--- config.mk ---
export PLATFORM = sky130hd
export DESIGN_NAME = rand_sample_tx
export DESIGN_NICKNAME = d
export VERILOG_FILES = /design/src/rtl/rand_sample_tx_pkg.sv /design/src/rtl/rand_sample_tx_quad_fifo.sv /design/src/rtl/rand_sample_tx.sv
export SDC_FILE = /design/constraint.sdc
export NUM_CORES = 2
export LEC_CHECK = 0
export CELL_PAD_IN_SITES_DETAIL_PLACEMENT = 0
export CELL_PAD_IN_SITES_GLOBAL_PLACEMENT = 1
export CORE_AREA = 8 8 416 499
export CTS_CLUSTER_DIAMETER = 150
export DETAILED_ROUTE_END_ITERATION = 7
export DIE_AREA = 0 0 424 507
export GPL_TIMING_DRIVEN = 0
export MAX_ROUTING_LAYER = met4
export PLACE_DENSITY_LB_ADDON = 0.3
export SETUP_SLACK_MARGIN = 0.2
export SLEW_MARGIN = 30
export SYNTH_ARGS = -nofsm -noshare
export SYNTH_HDL_FRONTEND = slang
export SYNTH_SLANG_ARGS = --single-unit
--- constraint.sdc ---
create_clock -name CLK -period 11.2 [get_ports CLK]
set_input_delay 1.68 -clock CLK [delete_from_list [all_inputs] [get_ports CLK]]
set_output_delay 1.68 -clock CLK [all_outputs]
set_load 0.005 [all_outputs]
--- src/rtl/rand_sample_tx_pkg.sv ---
`default_nettype none
// ============================================================================
// Module      : rand_sample_tx_pkg
// Description : Shared constants, state encodings and helpers for the
//               Gaussian sample transmitter.
// Revision    : 1.0 - initial release
// ============================================================================
package rand_sample_tx_pkg;

    localparam logic TRUE  = 1'b1;
    localparam logic FALSE = 1'b0;

    localparam int          CNT_W               = 16;
    localparam logic [15:0] DEFAULT_TRAILER_TAG = 16'hFEED;

    localparam logic [1:0] IDLE    = 2'd0;
    localparam logic [1:0] STREAM  = 2'd1;
    localparam logic [1:0] TRAILER = 2'd2;

    // Ceiling log2, never less than 1 so a pointer always has an index bit.
    function automatic int log2(input int value);
        int result;
        result = 1;
        for (int i = 1; i < 31; i++) begin
            if ((1 << i) < value) begin
                result = i + 1;
            end
        end
        return result;
    endfunction

endpackage
`default_nettype wire

--- src/rtl/rand_sample_tx_quad_fifo.sv ---
`default_nettype none
// ============================================================================
// Module      : quad_fifo
// Description : Synchronous FIFO of sample quads with flush and a look-ahead
//               read port exposing the entry behind the head.
// Revision    : 1.0 - initial release
// ============================================================================
module quad_fifo
    import rand_sample_tx_pkg::*;
#(
    parameter int WIDTH = 128,
    parameter int DEPTH = 16
) (
    input  logic             CLK,
    input  logic             RESET,
    input  logic             flush,
    input  logic             push,
    input  logic             pop,
    input  logic [WIDTH-1:0] wr_data,
    output logic [WIDTH-1:0] head_data,
    output logic [WIDTH-1:0] next_data,
    output logic             full,
    output logic             empty,
    output logic             multi
);

    localparam int AW = log2(DEPTH);

    logic [AW:0]      wr_ptr_q, wr_ptr_d;
    logic [AW:0]      rd_ptr_q, rd_ptr_d;
    logic [AW:0]      count;
    logic [AW-1:0]    next_idx;
    logic             push_ok;
    logic             pop_ok;
    logic [WIDTH-1:0] mem_q [DEPTH];

    assign empty     = (wr_ptr_q == rd_ptr_q);
    assign full      = (wr_ptr_q[AW] != rd_ptr_q[AW]) &&
                       (wr_ptr_q[AW-1:0] == rd_ptr_q[AW-1:0]);
    assign count     = wr_ptr_q - rd_ptr_q;
    assign multi     = (count > (AW+1)'(1));
    assign next_idx  = rd_ptr_q[AW-1:0] + {{(AW-1){1'b0}}, 1'b1};
    assign head_data = mem_q[rd_ptr_q[AW-1:0]];
    assign next_data = mem_q[next_idx];

    // A pop frees the slot before the push lands, so push-on-full with pop succeeds.
    assign pop_ok  = pop && !empty;
    assign push_ok = push && (!full || pop_ok);

    always_comb begin
        wr_ptr_d = wr_ptr_q;
        rd_ptr_d = rd_ptr_q;
        if (flush) begin
            wr_ptr_d = '0;
            rd_ptr_d = '0;
        end else begin
            if (push_ok) wr_ptr_d = wr_ptr_q + (AW+1)'(1);
            if (pop_ok)  rd_ptr_d = rd_ptr_q + (AW+1)'(1);
        end
    end

    always_ff @(posedge CLK) begin
        if (RESET) begin
            wr_ptr_q <= '0;
            rd_ptr_q <= '0;
        end else begin
            wr_ptr_q <= wr_ptr_d;
            rd_ptr_q <= rd_ptr_d;
        end
    end

    always_ff @(posedge CLK) begin
        if (push_ok && !flush) begin
            mem_q[wr_ptr_q[AW-1:0]] <= wr_data;
        end
    end

endmodule
`default_nettype wire

--- src/rtl/rand_sample_tx.sv ---
`default_nettype none
// ============================================================================
// Module      : rand_sample_tx
// Description : Buffers transformed sample quads and streams K samples to the
//               host as 32-bit words, followed by a dropped-quad trailer.
// Revision    : 1.0 - initial release
// ============================================================================
module rand_sample_tx
    import rand_sample_tx_pkg::*;
#(
    parameter int          DELAY       = 1,
    parameter int          XB_SIZE     = 32,
    parameter int          FP_SIZE     = 32,
    parameter int          DEPTH       = 16,
    parameter logic [15:0] TRAILER_TAG = DEFAULT_TRAILER_TAG
) (
    input  logic               CLK,
    input  logic               RESET,
    input  logic               in_valid,
    input  logic [FP_SIZE-1:0] in_p,
    input  logic [FP_SIZE-1:0] in_q,
    input  logic [FP_SIZE-1:0] in_r,
    input  logic [FP_SIZE-1:0] in_s,
    input  logic               req_valid,
    input  logic [CNT_W-1:0]   req_count,
    output logic               req_ack,
    output logic               fpga_msg_valid,
    output logic [XB_SIZE-1:0] fpga_msg,
    input  logic               fpga_msg_ack,
    output logic               busy,
    output logic               drop_pulse
);

    localparam int QW = 4 * FP_SIZE;

    // DELAY is kept for interface compatibility; registers update with no modelled delay.
    if (DELAY < 0 || XB_SIZE != FP_SIZE || DEPTH < 2) begin : g_param_guard
    end

    logic [1:0]         state_q, state_d;
    logic [CNT_W-1:0]   remaining_q, remaining_d;
    logic [CNT_W-1:0]   drop_cnt_q, drop_cnt_d;
    logic [1:0]         lane_q, lane_d;
    logic               req_ack_q, req_ack_d;
    logic               msg_valid_q, msg_valid_d;
    logic [XB_SIZE-1:0] msg_q, msg_d;

    logic               fire;
    logic               use_next;
    logic [1:0]         src_lane;
    logic [QW-1:0]      src_quad;
    logic [FP_SIZE-1:0] src_word;
    logic               drop;
    logic               fifo_push, fifo_pop, fifo_flush;
    logic               fifo_full, fifo_empty, fifo_multi;
    logic [QW-1:0]      fifo_head, fifo_next;

    function automatic logic [FP_SIZE-1:0] lane_word(input logic [QW-1:0] quad,
                                                     input logic [1:0]    lane);
        return quad[(3 - int'(lane)) * FP_SIZE +: FP_SIZE];
    endfunction

    function automatic logic [XB_SIZE-1:0] trailer_word(input logic [CNT_W-1:0] drops);
        return XB_SIZE'({TRAILER_TAG, drops});
    endfunction

    quad_fifo #(
        .WIDTH (QW),
        .DEPTH (DEPTH)
    ) u_fifo (
        .CLK       (CLK),
        .RESET     (RESET),
        .flush     (fifo_flush),
        .push      (fifo_push),
        .pop       (fifo_pop),
        .wr_data   ({in_p, in_q, in_r, in_s}),
        .head_data (fifo_head),
        .next_data (fifo_next),
        .full      (fifo_full),
        .empty     (fifo_empty),
        .multi     (fifo_multi)
    );

    // The word presented after an ack is the next lane, or lane p of the following quad.
    assign fire     = msg_valid_q && fpga_msg_ack;
    assign use_next = fire && (lane_q == 2'd3);
    assign src_lane = fire ? lane_q + 2'd1 : lane_q;
    assign src_quad = use_next ? fifo_next : fifo_head;
    assign src_word = lane_word(src_quad, src_lane);

    always_comb begin
        state_d     = state_q;
        remaining_d = remaining_q;
        drop_cnt_d  = drop_cnt_q;
        lane_d      = lane_q;
        req_ack_d   = FALSE;
        msg_valid_d = msg_valid_q;
        msg_d       = msg_q;
        fifo_push   = FALSE;
        fifo_pop    = FALSE;
        fifo_flush  = FALSE;
        drop        = FALSE;
        case (state_q)
            IDLE: begin
                if (req_valid) begin
                    remaining_d = req_count;
                    req_ack_d   = TRUE;
                    if (req_count != '0) begin
                        state_d = STREAM;
                    end else begin
                        state_d     = TRAILER;
                        msg_valid_d = TRUE;
                        msg_d       = trailer_word(drop_cnt_q);
                    end
                end
            end
            STREAM: begin
                fifo_pop = use_next;
                if (in_valid) begin
                    if (!fifo_full || fifo_pop) begin
                        fifo_push = TRUE;
                    end else begin
                        drop = TRUE;
                        if (drop_cnt_q != 16'hFFFF) drop_cnt_d = drop_cnt_q + 16'd1;
                    end
                end
                if (fire) begin
                    remaining_d = remaining_q - 16'd1;
                    if (remaining_q == 16'd1) begin
                        state_d     = TRAILER;
                        msg_valid_d = TRUE;
                        msg_d       = trailer_word(drop_cnt_d);
                    end else begin
                        lane_d = src_lane;
                        if (use_next && !fifo_multi) begin
                            msg_valid_d = FALSE;
                        end else begin
                            msg_d = XB_SIZE'(src_word);
                        end
                    end
                end else if (!msg_valid_q && !fifo_empty) begin
                    msg_valid_d = TRUE;
                    msg_d       = XB_SIZE'(src_word);
                end
            end
            TRAILER: begin
                if (fire) begin
                    state_d     = IDLE;
                    msg_valid_d = FALSE;
                    drop_cnt_d  = '0;
                    lane_d      = 2'd0;
                    fifo_flush  = TRUE;
                end
            end
            default: begin
                state_d = IDLE;
            end
        endcase
    end

    always_ff @(posedge CLK) begin
        if (RESET) begin
            state_q     <= IDLE;
            remaining_q <= '0;
            drop_cnt_q  <= '0;
            lane_q      <= 2'd0;
            req_ack_q   <= FALSE;
            msg_valid_q <= FALSE;
            msg_q       <= '0;
        end else begin
            state_q     <= state_d;
            remaining_q <= remaining_d;
            drop_cnt_q  <= drop_cnt_d;
            lane_q      <= lane_d;
            req_ack_q   <= req_ack_d;
            msg_valid_q <= msg_valid_d;
            msg_q       <= msg_d;
        end
    end

    assign req_ack        = req_ack_q;
    assign fpga_msg_valid = msg_valid_q;
    assign fpga_msg       = msg_q;
    assign busy           = (state_q != IDLE);
    assign drop_pulse     = drop && !RESET;

endmodule
`default_nettype wire

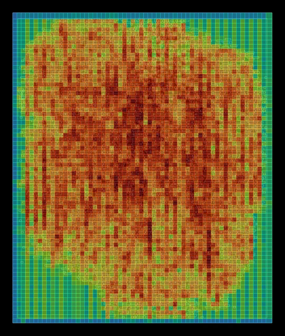
(routing congestion)
drt wl/cell: 45.8 um
met3 Resource Use GR: 10.3%

==> flow_metrics.env <==
# yosys + openroad results
export IMPL_status="complete, no violations"
export IMPL_cap_violations=0
export IMPL_clock_path_buffers=3
export IMPL_cts_clk_slew_worst_paths_ns=0.06
export IMPL_grt_setup_unrepaired="false"
export IMPL_power_leakage_nw=35.3
export IMPL_placed_area_um2=110000
export IMPL_grt_pass1_wl_um=509000
export IMPL_fp_nets=4876
export IMPL_period_needed_ns=6.38
export IMPL_clock_sinks=2132
export IMPL_numSynthFlops=2132
export IMPL_clk_latency_ns=0.91
export IMPL_cp_end_kind="primary output"
export IMPL_hold_buffers=0
export IMPL_setup_violations=0
export IMPL_gp_congestion=0.953
export IMPL_wl_met2_um=173000
export IMPL_ys_cells=4713
export IMPL_post_cts_resized=0
export IMPL_cts_buffers=210
export IMPL_critPathArrivalTime_ns=4.70
export IMPL_fmax_mhz=157
export IMPL_finalHoldViolations=0
export IMPL_place_port_buffers=183
export IMPL_route_detailed_drc=0
export IMPL_synth_largest_area_cell="edfxtp_1"
export IMPL_ant_nets=0
export IMPL_syn_area_um2=98900
export IMPL_num_vias=62200
export IMPL_ys_types=75
export IMPL_topCellsByArea="edfxtp_1, mux4_2, dfxtp_1"
export IMPL_finalInstanceArea_um2=117000
export IMPL_postCtsSetupRepairBufs=0
export IMPL_synth_top_cell_area_share_pct=62.2
export IMPL_met2_usage_pct=53.3
export IMPL_place_ws_ns=5.06
export IMPL_tool_warnings=32
export IMPL_critPathMaxFanout=10
export IMPL_synth_seq_area_share_pct=63.9
export IMPL_dieArea_um2=215000
export IMPL_ir_drop_mv=0.185
export IMPL_worst_slack_ns=4.82
export IMPL_ios=185
export IMPL_floorplan_core_util_pct=49.6
export IMPL_edf_count=2048
export IMPL_grtUsageMet1_pct=42.3
export IMPL_layout_top_cell_excl_fill_tap="edfxtp_1"
export IMPL_dpl_hpwl_um=267000
export IMPL_most_common_cell="edfxtp_1"
export IMPL_die_x_um=424
export IMPL_synthCells=4713
export IMPL_drive_above_1_share_pct=39.1
export IMPL_hold_path_class="flip-flop to flip-flop"
export IMPL_tightest_slew_ns=1.13
export IMPL_worstPathRequired_ns=9.52
export IMPL_avgSynthCellArea_um2=21.0
export IMPL_power_density_nw_per_um2=142
export IMPL_first_global_vias=60700
export IMPL_route_met3_wl_um=50400
export IMPL_finalNetCount=5534
export IMPL_finish_utilization_pct=58.5
export IMPL_start_kind="input port"
export IMPL_area_delta_synth_final_pct=18.0
export IMPL_async_flop_share_pct=0
export IMPL_yosys_warnings=0
export IMPL_synth_main_ff_cell="edfxtp_1"
export IMPL_dr_pass1_iters=8
export IMPL_fin_tns_setup_ns=0
export IMPL_slew_headroom_pct=22.3
export IMPL_rows=180
export IMPL_busiest_layer="met2"
export IMPL_h_tree_depth=4
export IMPL_grt_antenna_before_repair=56
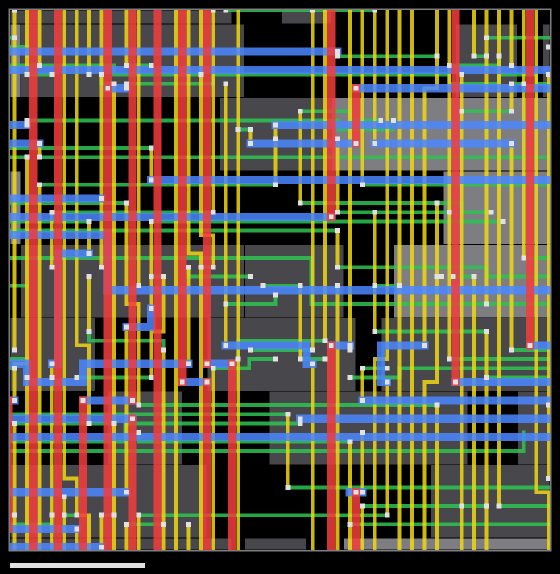
(layout detail)
The bar under the picture is 5 um long. Region (202, 345) to (222, 365) um. Cells in grey, sequential cells in the stronger grey; small squares are vias.
M2 -> yellow
M3 -> blue
M1 -> green
M4 -> red
most frequent = mux4_2 (3), edfxtp_1 (2)
netlist names of flops here include = `u_fifo.mem_q` (2)
cells with their middle in the window = 12
sequential cells in the window = 2

registers in the layout, summed over array words and instances, names as in the netlist, named ones only:
name	count
drop_cnt_q	16
fpga_msg	32
fpga_msg_valid	1
lane_q	2
remaining_q	16
req_ack	1
state_q	2
u_fifo.mem_q	2048
u_fifo.rd_ptr_q	5
u_fifo.wr_ptr_q	5
path summary, 6_finish.rpt:
path / startpoint / slack [ns] / to / depth (start not counted)
setup / recovery: fpga_msg_ack / 4.82 / drop_pulse / 6
hold / removal: fpga_msg[23] / 0.50 / fpga_msg[23] / 2
setup reg to reg: u_fifo.rd_ptr_q[1] / 6.36 / fpga_msg[6] / 10
hold reg to reg: fpga_msg[23] / 0.50 / fpga_msg[23] / 2
where the power goes:
group          total (mW)  internal (mW)  switching (mW)  leakage (nW)
Sequential           8.81           8.78          0.0305          19.1
Combinational       0.519          0.173           0.346          12.8
Clock                7.31           4.10            3.22          3.42
worst max-delay path, stage by stage:
cell and delay, ns:
clkdlybuf4s50_1 0.46, buf_2 0.22, nand3_1 0.37, nand4_1 0.46, nor3_1 0.85, clkdlybuf4s50_1 0.66
logic make-up after synthesis:
kind of cell | Yosys count | synth area share, %
compound gates | 362 | 2.52
xor+xnor | 18 | 0.159
fa+ha+maj | 14 | 0.185
buf+inv | 389 | 2.12
flops | 2132 | 63.9
mux | 1326 | 28.8
simple gates | 472 | 2.32
cell type report:
cell class	instances	area, um2
antenna	54	135
buffer	378	2170
clock buffer	253	5450
clock inverter	131	1610
fill	14400	82800
inverter	11	41.3
multi-input combinational	2192	33900
sequential	2132	63200
tap	2639	3300
timing repair buffer	446	6940
per-stage QoR:
stage,power (mW),instances
after CTS,16.6,8182
after detailed placement,9.48,7798
after global routing,16.9,8230
after floorplan,9.15,4713
final,16.6,8236
after global placement,9.46,7535
Power and IR drop assume default switching activity.
